**Register map, names as in the netlist**

Bar = 20 µm.
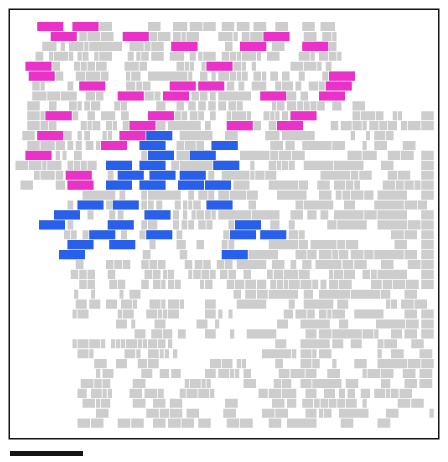
**Wiring by layer**

Bar = 20 µm.
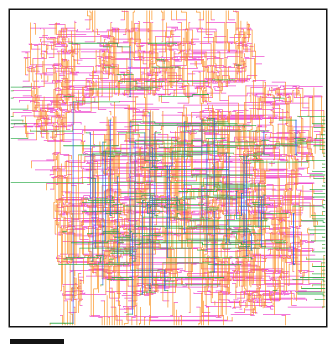
**Track usage over the die**

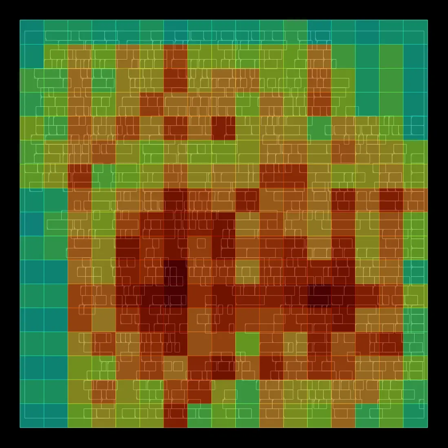
$ cat src/rtl/reg_scoreboard_pkg.sv
// Shared sizing for the register scoreboard and its hazard checker.
//   DISPATCH_WIDTH : dispatch / writeback slots per cycle
//   NUM_REGS       : architectural registers (x0 hardwired zero)
//   NUM_REGS_WIDTH : register address width
package reg_scoreboard_pkg;

   localparam int unsigned DISPATCH_WIDTH = 2;
   localparam int unsigned NUM_REGS       = 32;
   localparam int unsigned NUM_REGS_WIDTH = $clog2(NUM_REGS);

endpackage : reg_scoreboard_pkg

$ cat src/rtl/reg_hazard_check.sv
// Combinational hazard check for one dispatch slot.
// Ports:
//   busy_i      : registered busy bit per register
//   rs1_i/_use  : source 1 address and whether it is read
//   rs2_i/_use  : source 2 address and whether it is read
//   rd_i/rd_wen : destination address and write enable
//   older_rd_i  : rd fields of every slot in the bundle
//   older_wen_i : rd_wen of strictly older slots only (younger bits are zero)
//   hazard_o    : slot must not issue this cycle
module reg_hazard_check #(
   parameter int unsigned NUM_REGS       = reg_scoreboard_pkg::NUM_REGS,
   parameter int unsigned NUM_REGS_WIDTH = $clog2(NUM_REGS)
) (
   input  logic [NUM_REGS-1:0]                                                busy_i,
   input  logic [NUM_REGS_WIDTH-1:0]                                          rs1_i,
   input  logic                                                               rs1_use_i,
   input  logic [NUM_REGS_WIDTH-1:0]                                          rs2_i,
   input  logic                                                               rs2_use_i,
   input  logic [NUM_REGS_WIDTH-1:0]                                          rd_i,
   input  logic                                                               rd_wen_i,
   input  logic [reg_scoreboard_pkg::DISPATCH_WIDTH-1:0][NUM_REGS_WIDTH-1:0] older_rd_i,
   input  logic [reg_scoreboard_pkg::DISPATCH_WIDTH-1:0]                      older_wen_i,
   output logic                                                               hazard_o
);
   import reg_scoreboard_pkg::*;

   localparam int unsigned DW = DISPATCH_WIDTH;

   logic rs1_chk;
   logic rs2_chk;
   logic rd_chk;

   // Operands on x0 never participate in any hazard.
   assign rs1_chk = rs1_use_i && (rs1_i != '0);
   assign rs2_chk = rs2_use_i && (rs2_i != '0);
   assign rd_chk  = rd_wen_i  && (rd_i  != '0);

   // RAW/WAW against the registered busy bits, then against older slots in the bundle.
   always_comb begin
      hazard_o = (rs1_chk && busy_i[rs1_i]) ||
                 (rs2_chk && busy_i[rs2_i]) ||
                 (rd_chk  && busy_i[rd_i]);
      for (int unsigned j = 0; j < DW; j++) begin
         if (older_wen_i[j] && (older_rd_i[j] != '0)) begin
            if ((rs1_chk && (older_rd_i[j] == rs1_i)) ||
                (rs2_chk && (older_rd_i[j] == rs2_i)) ||
                (rd_chk  && (older_rd_i[j] == rd_i))) begin
               hazard_o = 1'b1;
            end
         end
      end
   end

endmodule : reg_hazard_check

$ cat src/rtl/reg_scoreboard.sv
// In-order issue gate in front of the architectural register file.
// Tracks a busy bit per register with an outstanding write and lets a
// dispatch bundle issue in order only while its operands are committed.
// Ports:
//   clk, rst            : clock, synchronous active-high reset
//   disp_*_i            : per-slot dispatch fields
//   issue_fire_o        : per-slot issue strobe (combinational)
//   wb_rd_i / wb_wen_i  : writeback ports, shared with the regfile write side
//   flush_i             : squash everything in flight
//   busy_vec_o          : registered busy bits
//   stall_cnt_o         : saturating count of cycles slot 0 was held back
module reg_scoreboard #(
   parameter int unsigned NUM_REGS       = reg_scoreboard_pkg::NUM_REGS,
   parameter int unsigned NUM_REGS_WIDTH = $clog2(NUM_REGS)
) (
   input  logic                                                               clk,
   input  logic                                                               rst,
   input  logic [reg_scoreboard_pkg::DISPATCH_WIDTH-1:0]                      disp_valid_i,
   input  logic [reg_scoreboard_pkg::DISPATCH_WIDTH-1:0][NUM_REGS_WIDTH-1:0] disp_rs1_i,
   input  logic [reg_scoreboard_pkg::DISPATCH_WIDTH-1:0]                      disp_rs1_use_i,
   input  logic [reg_scoreboard_pkg::DISPATCH_WIDTH-1:0][NUM_REGS_WIDTH-1:0] disp_rs2_i,
   input  logic [reg_scoreboard_pkg::DISPATCH_WIDTH-1:0]                      disp_rs2_use_i,
   input  logic [reg_scoreboard_pkg::DISPATCH_WIDTH-1:0][NUM_REGS_WIDTH-1:0] disp_rd_i,
   input  logic [reg_scoreboard_pkg::DISPATCH_WIDTH-1:0]                      disp_rd_wen_i,
   output logic [reg_scoreboard_pkg::DISPATCH_WIDTH-1:0]                      issue_fire_o,
   input  logic [reg_scoreboard_pkg::DISPATCH_WIDTH-1:0][NUM_REGS_WIDTH-1:0] wb_rd_i,
   input  logic [reg_scoreboard_pkg::DISPATCH_WIDTH-1:0]                      wb_wen_i,
   input  logic                                                               flush_i,
   output logic [NUM_REGS-1:0]                                                busy_vec_o,
   output logic [31:0]                                                        stall_cnt_o
);
   import reg_scoreboard_pkg::*;

   localparam int unsigned DW      = DISPATCH_WIDTH;
   localparam int unsigned STALL_W = 32;

   logic [NUM_REGS-1:0] busy_q;
   logic [NUM_REGS-1:0] busy_d;
   logic [STALL_W-1:0]  stall_q;
   logic [STALL_W-1:0]  stall_d;
   logic [DW-1:0]       hazard;
   logic [DW-1:0]       fire;

   // Per-slot hazard; each slot only sees destinations of strictly older slots.
   for (genvar i = 0; i < DW; i++) begin : g_slot
      localparam logic [DW-1:0] OLDER_MASK = DW'((64'(1) << i) - 64'(1));

      reg_hazard_check #(
         .NUM_REGS       (NUM_REGS),
         .NUM_REGS_WIDTH (NUM_REGS_WIDTH)
      ) u_hazard (
         .busy_i      (busy_q),
         .rs1_i       (disp_rs1_i[i]),
         .rs1_use_i   (disp_rs1_use_i[i]),
         .rs2_i       (disp_rs2_i[i]),
         .rs2_use_i   (disp_rs2_use_i[i]),
         .rd_i        (disp_rd_i[i]),
         .rd_wen_i    (disp_rd_wen_i[i]),
         .older_rd_i  (disp_rd_i),
         .older_wen_i (disp_rd_wen_i & OLDER_MASK),
         .hazard_o    (hazard[i])
      );
   end

   // In-order issue chain: the first blocked slot blocks every younger one.
   always_comb begin
      logic chain;
      fire  = '0;
      chain = !rst && !flush_i;
      for (int unsigned i = 0; i < DW; i++) begin
         chain   = chain && disp_valid_i[i] && !hazard[i];
         fire[i] = chain;
      end
   end

   assign issue_fire_o = fire;

   // Next busy: writebacks clear first, issuing destinations then set (set wins).
   always_comb begin
      busy_d  = busy_q;
      stall_d = stall_q;
      if (flush_i) begin
         busy_d = '0;
      end else begin
         for (int unsigned k = 0; k < DW; k++) begin
            if (wb_wen_i[k]) begin
               busy_d[wb_rd_i[k]] = 1'b0;
            end
         end
         for (int unsigned i = 0; i < DW; i++) begin
            if (fire[i] && disp_rd_wen_i[i]) begin
               busy_d[disp_rd_i[i]] = 1'b1;
            end
         end
         busy_d[0] = 1'b0;
         if (disp_valid_i[0] && !fire[0] && (stall_q != '1)) begin
            stall_d = stall_q + STALL_W'(1);
         end
      end
   end

   // State registers.
   always_ff @(posedge clk) begin
      if (rst) begin
         busy_q  <= '0;
         stall_q <= '0;
      end else begin
         busy_q  <= busy_d;
         stall_q <= stall_d;
      end
   end

   assign busy_vec_o  = busy_q;
   assign stall_cnt_o = stall_q;

endmodule : reg_scoreboard

$ cat config.mk
export PLATFORM = sky130hd
export DESIGN_NAME = reg_scoreboard
export DESIGN_NICKNAME = d
export VERILOG_FILES = /design/src/rtl/reg_scoreboard_pkg.sv /design/src/rtl/reg_hazard_check.sv /design/src/rtl/reg_scoreboard.sv
export SDC_FILE = /design/constraint.sdc
export NUM_CORES = 1
export LEC_CHECK = 0
export CORE_UTILIZATION = 43
export DETAILED_ROUTE_END_ITERATION = 8
export GPL_TIMING_DRIVEN = 1
export PLACE_DENSITY = 0.69
export SLEW_MARGIN = 15
export SYNTH_ARGS = -nofsm -noshare
export SYNTH_HDL_FRONTEND = slang
export SYNTH_SLANG_ARGS = --single-unit
$ cat constraint.sdc
create_clock -name clk -period 4.36 [get_ports clk]
set_input_delay 0.654 -clock clk [delete_from_list [all_inputs] [get_ports clk]]
set_output_delay 0.654 -clock clk [all_outputs]
set_load 0.03 [all_outputs]
==> flow_metrics.tcl <==
# flow metrics
set metrics [dict create \
    netlist_instances 678 \
    grt_pass1_vias 6192 \
    fin_tns_setup_ns 0 \
    design.final.nets 823 \
    synth.cellmix.compoundShare_pct 18.7 \
    clock_slew_seen_by_the_registers_of_the_worst_setup_and_hold_paths_ns 0.06 \
    critical_path.reg2reg.startpoint "busy_vec_o[27]$_SDFF_PP0_" \
    yosysTopAreaCell "dfxtp_1" \
    antenna_violating_nets_post_route 0 \
    dp.final_hpwl_um 15100 \
    final_hold_viol_count 0 \
    synth.logic.top_family "simple AND/OR/NAND/NOR gates" \
    maxCapViolCount 0 \
    run_status "completed" \
    max-slew-margin-rel_pct 30.4 \
    fp.coreArea_um2 12800 \
    synth_flops 63 \
    finish.instance_area_um2 7300 \
    critical_path.endpoint "issue_fire_o[1]" \
    final_critical_path_setup_slack_ns 0.235 \
    grtUsageTotal_pct 31.5 \
    critical_path.reg2reg.endpoint "busy_vec_o[10]$_SDFF_PP0_" \
    slew_at_the_pin_closest_to_its_max_slew_limit_ns 1.04 \
    final.clkbuf_count 9 \
    ys_seq_share_pct 22.0 \
    worstSetupEndpointType "primary output" \
    numPortBuffers 117 \
]
-- 'register map, names as in the netlist' (at the start) --
[blue] `busy_vec_o` | placed flops: 31
[magenta] `stall_cnt_o` | placed flops: 32

-- 'wiring by layer' (at the start) --
[blue] metal 4 | wire length: 1120 µm
[magenta] metal 1 | wire length: 8590 µm
[green] metal 3 | wire length: 2240 µm
[orange] metal 2 | wire length: 9740 µm

-- 'track usage over the die' (at the start) --
met2 Usage GRT: 49.1%
global-route track usage on met3: 7.39%

==> where the power goes <==
part | leakage, µW | switching (µW) | internal [µW]
registers | 0.000507 | 3.13 | 577
logic | 0.00183 | 158 | 115
clock network | 0.000143 | 277 | 449
total | 0.00248 | 438 | 1140
==> stage by stage <==
step / hold WS (ns) / cells / utilization, %
after detailed placement: 0.495 / 930 / 54.5
after global placement: 0.486 / 930 / 54.5
after global routing: 0.546 / 946 / 56.9
after floorplan: 0.610 / 678 / -
after CTS: 0.505 / 946 / 56.9
final: 0.502 / 946 / 56.9
==> worst max-delay path: cells and delay by family <==
family / cells / cell delay, ns
and+or+nand+nor: 2 / 0.79
AOI/OAI and AO/OA: 2 / 0.39
muxes: 2 / 0.70
buffers and inverters: 2 / 0.92
Power is estimated from default activity; no workload was simulated.
